File: src/rtl/dmem_mgm.sv
// dmem_mgm: data-memory manager between the core's LOAD/STORE requests and a
// synchronous single-port word RAM with byte enables.
//   clk, rst (sync, active-low)          : clock and reset
//   req, we, func3, addr, wdata          : request from the core, held until ack
//   rdata, ack, err, busy                : extended load result and handshake
//   ram_en, ram_we, ram_addr, ram_be,
//   ram_wdata, ram_rdata                 : RAM port (read data one cycle after strobe)
module dmem_mgm #(
    parameter int ADDR_W = 10
) (
    input  logic              clk,
    input  logic              rst,
    input  logic              req,
    input  logic              we,
    input  logic [2:0]        func3,
    input  logic [31:0]       addr,
    input  logic [31:0]       wdata,
    output logic [31:0]       rdata,
    output logic              ack,
    output logic              err,
    output logic              busy,
    output logic              ram_en,
    output logic              ram_we,
    output logic [ADDR_W-1:0] ram_addr,
    output logic [3:0]        ram_be,
    output logic [31:0]       ram_wdata,
    input  logic [31:0]       ram_rdata
);
    typedef enum logic [2:0] {IDLE, ACC2, RD1, RD2, ACK} state_t;
    state_t state, nxt;
    logic [1:0]        off;
    logic [3:0]        m;
    logic [7:0]        lanes;
    logic              illegal, mis, first, second, err_q;
    logic [ADDR_W-1:0] word;
    logic [31:0]       d1, hi, lo, raw, ld;
    logic              unused_hi;

    assign unused_hi = ^addr[31:ADDR_W+2];
    assign off       = addr[1:0];
    assign word      = addr[ADDR_W+1:2];
    assign m         = func3[1] ? 4'b1111 : func3[0] ? 4'b0011 : 4'b0001;
    assign lanes     = {4'b0000, m} << off;
    assign mis       = |lanes[7:4];
    assign illegal   = (func3[1:0] == 2'b11) || (func3[2] && (func3[1] || we));
    // Access cycles are suppressed combinationally while reset is asserted
    assign first     = rst && state == IDLE && req && !illegal;
    assign second    = rst && state == ACC2;

    // Loads: aligned result comes from the word just read; split loads join
    // the second word (arriving in RD2) above the captured first word.
    assign hi  = state == RD2 ? ram_rdata : 32'h0;
    assign lo  = state == RD2 ? d1 : ram_rdata;
    assign raw = 32'({hi, lo} >> {off, 3'b000});
    assign ld  = func3[1] ? raw :
                 func3[0] ? {{16{~func3[2] & raw[15]}}, raw[15:0]} :
                            {{24{~func3[2] & raw[7]}}, raw[7:0]};

    always_ff @(posedge clk) begin
        if (!rst)
            state <= IDLE;
        else
            state <= nxt;
    end

    always_comb begin
        nxt = state;
        case (state)
            IDLE: if (req) nxt = illegal ? ACK : mis ? ACC2 : we ? ACK : RD1;
            ACC2: nxt = we ? ACK : RD2;
            RD1:  nxt = ACK;
            RD2:  nxt = ACK;
            default: nxt = IDLE;
        endcase
    end

    always_comb begin
        busy      = state != IDLE;
        ack       = state == ACK;
        err       = ack && err_q;
        ram_en    = first || second;
        ram_we    = ram_en && we;
        ram_addr  = second ? word + ADDR_W'(1) : word;
        ram_be    = first ? lanes[3:0] : second ? lanes[7:4] : 4'b0000;
        ram_wdata = !we ? 32'h0 :
                    first ? wdata << {off, 3'b000} :
                    second ? wdata >> (6'd32 - {1'b0, off, 3'b000}) : 32'h0;
    end

    always_ff @(posedge clk) begin
        if (!rst) begin
            rdata <= 32'h0;
            err_q <= 1'b0;
        end else begin
            if (state == IDLE && req) err_q <= illegal;
            if (state == IDLE && req && illegal) rdata <= 32'h0;
            if (state == ACC2) d1 <= ram_rdata;
            if (state == RD1 || state == RD2) rdata <= ld;
        end
    end
endmodule

File: config.mk
export PLATFORM = sky130hd
export DESIGN_NAME = dmem_mgm
export DESIGN_NICKNAME = d
export VERILOG_FILES = /design/src/rtl/dmem_mgm.sv
export SDC_FILE = /design/constraint.sdc
export NUM_CORES = 1
export LEC_CHECK = 0
export CAP_MARGIN = 10
export CORE_AREA = 2 2 110 112
export DETAILED_ROUTE_END_ITERATION = 10
export DIE_AREA = 0 0 112 114
export GPL_TIMING_DRIVEN = 0
export PLACE_DENSITY = 0.88
export SLEW_MARGIN = 20
export SYNTH_ARGS = -nofsm -noshare
export SYNTH_HDL_FRONTEND = slang
export SYNTH_SLANG_ARGS = --single-unit
File: constraint.sdc
create_clock -name clk -period 7.7 [get_ports clk]
set_input_delay 2.31 -clock clk [delete_from_list [all_inputs] [get_ports clk]]
set_output_delay 2.31 -clock clk [all_outputs]
set_load 0.02 [all_outputs]
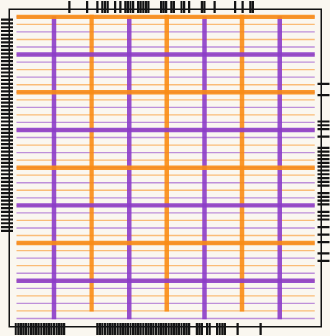
Run 1: PDN straps and rails
Pins as bars on the die edge.
- VDD: orange
- VSS: purple
- rows: 40
- met4 straps: 7
- signal pins: 186
- met1 rails: 41
- met5 straps: 8

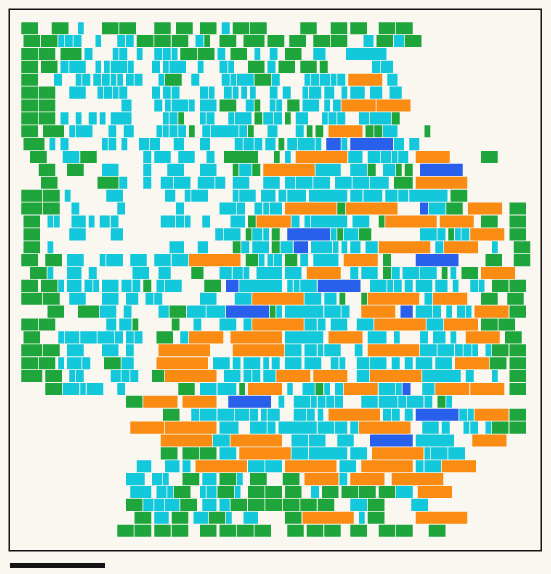
Run 1: cell classes on the final placement
Scale bar: 20 µm.
- other buffers and delay cells: green (cells 214; share of their area 27%)
- all other logic: cyan (cells 485; share of their area 46%)
- clock drivers and dummy loads: blue (cells 15; share of their area 3.7%)
- flops: orange (cells 68; share of their area 23%)
Cell Rows: 40
total core area: 11700 µm²
Seq/total area: 0.226

==> impl_metrics.py, run 1 <==
# Generated from Yosys and OpenROAD reports
metrics = {
    "yosys": {
        "synth-edff-count": 32,
        "synthTopLogicFamily": "multiplexers",
        "yosys_cells": 605,
        "yosys.area_share.simple": 0.179,
    },
    "hold_path": {
        "min_path_type": "reg -> reg",
    },
    "die": {
        "initial_core_util": 0.447,
        "die_area_um2": 12800,
        "die_w_um": 112,
    },
    "route": {
        "vias": 5631,
        "drt_iter0_markers": 564,
        "wl_per_cell_um": 20.6,
        "dr.pass1.iters": 8,
        "vias_per_cell": 6.06,
        "ant_nets": 0,
    },
    "outcome": {
        "status": "finished clean",
    },
    "critical_path": {
        "crit_fanout": 10,
        "cp.arrival_ps": 5320,
        "r2r_cells": 6,
        "r2r_slack_ps": 5330,
    },
    "clocking": {
        "clock_sinks": 68,
        "cts_buffers": 9,
        "clk_pin_slew_ps": 60,
        "htree_levels": 3,
    },
    "sta": {
        "fin_crit_ps": 7630,
        "timing.hold.ws_ps": 448,
        "slew_headroom": 0.286,
        "period_used_share": 0.991,
        "drv_slew": 0,
    },
    "global_routing": {
        "grt.overflow.total": 0,
        "grt_usage": 0.289,
    },
    "place": {
        "dp.cells": 916,
        "port_buffers": 164,
    },
    "cells_and_area": {
        "area_delta_synth_final_pct": 41.9,
        "finalInstanceArea_um2": 7430,
        "final_nets": 883,
    },
    "power_and_ir_drop": {
        "power.share.sequential": 0.373,
        "power_switching_uw": 318,
        "finalPower_mw": 1.04,
        "power.density_nw_per_um2": 140,
    },
    "run": {
        "cap_violations": 0,
    },
}
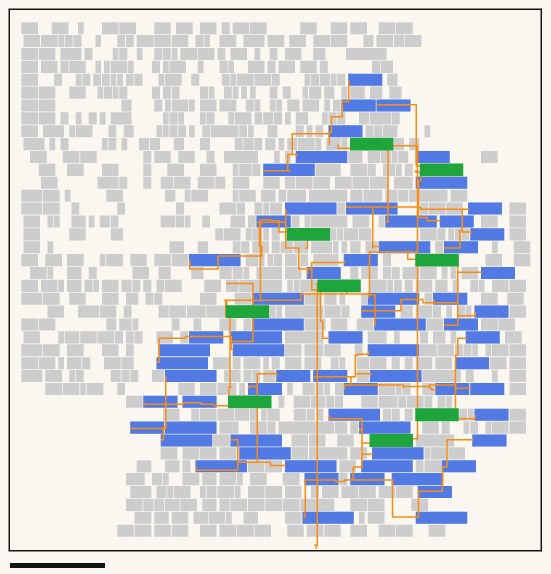
Run 1: clock network drawn from the DEF
Scale bar: 20 µm.
- cells driving clock nets: green (count 9)
- clock wires: orange (length 890 µm)
- flip-flops: blue (count 68)
- routed clock nets: 10
clock latency on the worst-skew pair: 340 ps
clock skew: 6.77 ps
clock share of power: 0.363
Clock group: 378 µW

## run 1: worst max-delay path by stage
stage | cells after the start | end | startpoint
floorplan | 9 | ram_wdata[24] | addr[0]
global placement | 11 | ram_wdata[28] | addr[0]
CTS | 11 | ram_wdata[0] | addr[0]
finish | 11 | ram_wdata[21] | addr[1]
detailed placement | 11 | ram_wdata[28] | addr[0]
global route | 11 | ram_wdata[21] | addr[1]
## run 1: per-layer routing
layer	up-vias	GRT usage	routed length, µm	part of all wire
met1	2632	0.378	7670	0.40
met3	49	0.0430	1840	0.096
li1	2605	-	-	-
met4	0	0.0984	483	0.025
met5	-	0	0	0
met2	345	0.495	9120	0.48
## run 1: flip-flops by register name (all words and copies together) (netlist names)
signal  cells
state       3
d1         32
err_q       1
rdata      32
## run 1: power groups by stage
| stage | registers (mW) | logic [mW] | clock network (mW) |
|---|---|---|---|
| final | 0.388 | 0.274 | 0.378 |
| after global routing | 0.388 | 0.290 | 0.394 |
| after CTS | 0.388 | 0.267 | 0.376 |
| after detailed placement | 0.395 | 0.261 | 0 |
| after global placement | 0.395 | 0.258 | 0 |
| after floorplan | 0.397 | 0.140 | 0 |
## run 1: timing repair
item | in CTS | in global routing
endpoints found under the setup margin | 33 | 28
resized | 16 | 15
setup buffers | 1 | 1
pin swaps | 0 | 1
## run 1: synthesized netlist by cell type, types with 2 or more instances
| cell | number | area (µm²) |
|---|---|---|
| mux2i_1 | 98 | 981 |
| a21oi_1 | 68 | 340 |
| nand2_1 | 59 | 221 |
| nor2_1 | 49 | 184 |
| dfxtp_1 | 36 | 721 |
| edfxtp_1 | 32 | 961 |
| clkbuf_1 | 28 | 105 |
| o21ai_0 | 28 | 140 |
| nor3_1 | 20 | 100 |
| buf_2 | 18 | 90.1 |
| nand3_1 | 17 | 85.1 |
| o31ai_1 | 15 | 113 |
| and2_1 | 10 | 62.6 |
| mux2_2 | 10 | 113 |
| o21ai_1 | 10 | 50.1 |
| nor4_1 | 9 | 56.3 |
| a211oi_1 | 8 | 60.1 |
| mux4_2 | 8 | 180 |
| o22a_1 | 8 | 70.1 |
| a222oi_1 | 7 | 70.1 |
| xnor2_1 | 6 | 52.6 |
| inv_1 | 5 | 18.8 |
| buf_1 | 4 | 15.0 |
| nand2b_1 | 4 | 25.0 |
| nand4_1 | 4 | 25.0 |
| nor2b_1 | 4 | 25.0 |
| nor3b_1 | 4 | 30.0 |
| and3_1 | 3 | 18.8 |
| xor2_1 | 3 | 26.3 |
| a31oi_1 | 2 | 12.5 |
| and3b_1 | 2 | 17.5 |
| clkinv_1 | 2 | 7.51 |
| ha_1 | 2 | 25.0 |
| nand3b_1 | 2 | 15.0 |
| o21a_1 | 2 | 15.0 |
## run 1: critical path, cell delays in order
cell,delay (ps)
clkdlybuf4s50_1,520
buf_2,250
buf_4,240
clkinvlp_4,130
ha_4,280
buf_4,210
clkbuf_2,230
nor4_2,330
a21oi_1,90
nor2_1,120
clkdlybuf4s50_1,610
## run 1: layout make-up
type	count	area [µm²]
plain buffers	48	231
clock buffers	9	225
clock inverters	6	42.5
fillers	999	4280
inverters	7	32.5
multi-input cells	478	3340
flip-flops and latches	68	1680
well taps	147	184
repair buffers	166	1700
--- run 2 (diff from run 1) ---
--- a/config.mk
+++ b/config.mk
@@ -11,6 +11,7 @@
 export DIE_AREA = 0 0 112 114
 export GPL_TIMING_DRIVEN = 0
 export PLACE_DENSITY = 0.88
+export SETUP_SLACK_MARGIN = 0.15
 export SLEW_MARGIN = 20
 export SYNTH_ARGS = -nofsm -noshare
 export SYNTH_HDL_FRONTEND = slang
==> constraint.sdc (replaced) <==
create_clock -name clk -period 7.7 [get_ports clk]
set_input_delay 2.31 -clock clk [delete_from_list [all_inputs] [get_ports clk]]
set_output_delay 2.31 -clock clk [all_outputs]
set_load 0.005 [all_outputs]
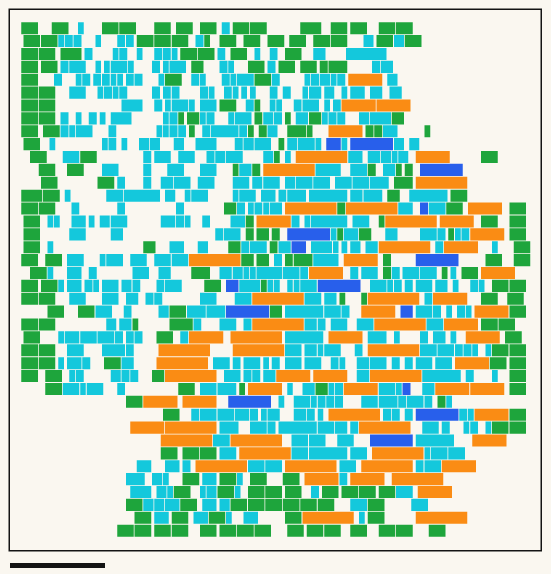
Run 2: cell classes on the final placement
Scale bar: 20 µm.
- flops: orange (cells 68; share of their area 23%)
- all other logic: cyan (cells 485; share of their area 46%)
- other buffers and delay cells: green (cells 223; share of their area 27%)
- clock drivers and dummy loads: blue (cells 15; share of their area 3.6%)
Design Area, Final: 7530 µm²
Util after Layout: 0.643
Seq/total area: 0.223

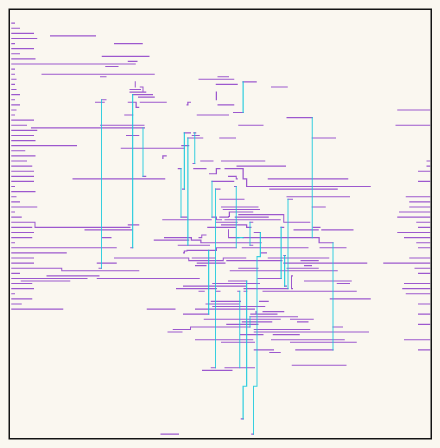
Run 2: signal wires by layer
Only two layers are drawn.
- met4: cyan (wire length 492 µm)
- met3: purple (wire length 1880 µm)
routed wire length: 19400 µm
routed length per placed instance: 20.7 µm
via count: 5755

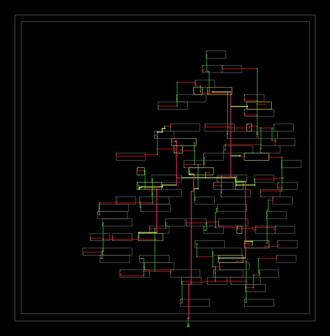
Run 2: clock routing
Clock group: 377 µW
clock skew: 5.34 ps

==> run 2 against run 1 <==
Effect of this change: total power down 0.45%; first-iteration DRC count up 18%; wire length up 1.4%; area after synthesis unchanged; register-to-register slack about the same.
==> impl_metrics.py, run 2 <==
# Generated from Yosys and OpenROAD reports
metrics = {
    "outcome": {
        "status": "finished clean",
    },
    "global_routing": {
        "grt_use_met2": 0.491,
        "use_met3": 0.0393,
        "grt_usage": 0.291,
        "gr-usage-met1": 0.383,
    },
    "clocking": {
        "clock_sinks": 68,
        "clk_pin_slew_ps": 60,
        "clock_latency_ps": 340,
        "htree_levels": 3,
        "cts_buffers": 9,
    },
    "cells_and_area": {
        "final_nets": 892,
        "area_delta_synth_final_pct": 43.8,
    },
    "yosys": {
        "synth-edff-count": 32,
        "synthTopCellsByCount": "mux2i_1, a21oi_1, nand2_1",
        "yosys.area.top_type_share": 0.187,
        "netlist.top_cell.by_area": "mux2i_1",
        "yosys_cells": 605,
        "synthTopCellsByArea": "mux2i_1, edfxtp_1, dfxtp_1",
    },
    "power_and_ir_drop": {
        "power.density_nw_per_um2": 137,
    },
    "critical_path": {
        "crit_fanout": 10,
        "cp.arrival_ps": 5170,
        "r2r_cells": 6,
    },
    "route": {
        "drt_iter0_markers": 666,
        "dr.pass1.iters": 5,
        "ant_nets": 0,
        "vias_per_cell": 6.14,
    },
    "hold_path": {
        "min_path_type": "reg -> reg",
    },
    "sta": {
        "timing.hold.ws_ps": 448,
        "period_used_share": 0.972,
        "drv_slew": 0,
        "slew_headroom": 0.441,
        "fin_crit_ps": 7480,
    },
    "die": {
        "die_area_um2": 12800,
        "coreArea_um2": 11700,
        "die_w_um": 112,
    },
    "run": {
        "cap_violations": 0,
    },
    "place": {
        "port_buffers": 164,
    },
}
run 2: cell counts after synthesis:
Identical to the previous run, type by type.
run 2: worst max-delay path by stage:
stage | end | startpoint | slack, ps | depth (start not counted)
2_1_floorplan | ram_wdata[24] | addr[0] | 720 | 9
3_3_place_gp | ram_wdata[28] | addr[0] | -1270 | 11
3_5_place_dp | ram_wdata[28] | addr[0] | -1450 | 11
4_1_cts | ram_be[2] | addr[0] | 150 | 8
5_1_grt | ram_be[3] | addr[0] | 140 | 8
6_report | ram_wdata[5] | addr[0] | 220 | 9
run 2: layout make-up:
type | instances | area [µm²] | share of cell area
Clock buffer | 9 | 225 | 0.0299
Sequential cell | 68 | 1680 | 0.223
Clock inverter | 6 | 42.5 | 0.00565
Buffer | 51 | 287 | 0.0381
Multi-Input combinational cell | 478 | 3370 | 0.447
Timing Repair Buffer | 172 | 1710 | 0.227
Tap cell | 147 | 184 | 0.0244
Inverter | 7 | 35.0 | 0.00465
run 2: kinds of logic after synthesis:
logic type / share of synthesized area
muxes: 0.243
adders and majority gates: 0.00478
xor gates and xnor gates: 0.0151
buffers and inverters: 0.0487
AOI/OAI and AO/OA: 0.188
and+or+nand+nor: 0.179
DFF: 0.321
run 2: what timing repair did:
action | in CTS | in global routing
endpoints found under the setup margin | 33 | 33
hold endpoints to repair | 0 | 0
gates resized | 32 | 16
pin swaps | 1 | 3
buffers inserted | 4 | 4
run 2: metrics by stage:
step                      setup TNS [ps]  std cells  cell area (µm²)   util
after floorplan                        0        605             5240      -
after global placement            -30460        916             7060  0.603
after global routing                   0        938             7530  0.643
after CTS                              0        934             7460  0.637
after detailed placement          -33480        916             7060  0.603
final                                  0        938             7530  0.643
run 2: layer usage:
layer | part of all wire | up-vias
met4 | 0.025 | 0
met3 | 0.097 | 52
met5 | 0 | -
met2 | 0.47 | 396
li1 | - | 2617
met1 | 0.40 | 2690
run 2: critical path, cell delays in order:
cell             delay, ps
clkdlybuf4s50_1        570
buf_2                  360
buf_2                  350
buf_2                  320
mux2i_1                210
a21oi_1                180
a21oi_1                 60
nor3_1                 250
clkdlybuf4s50_1        560
run 2: power breakdown:
part	switching [mW]	total (mW)	internal, mW
Combinational	0.145	0.270	0.126
Clock	0.161	0.377	0.216
Sequential	0.00341	0.388	0.384
No activity file was given, so power comes from the tool's default toggle rates.
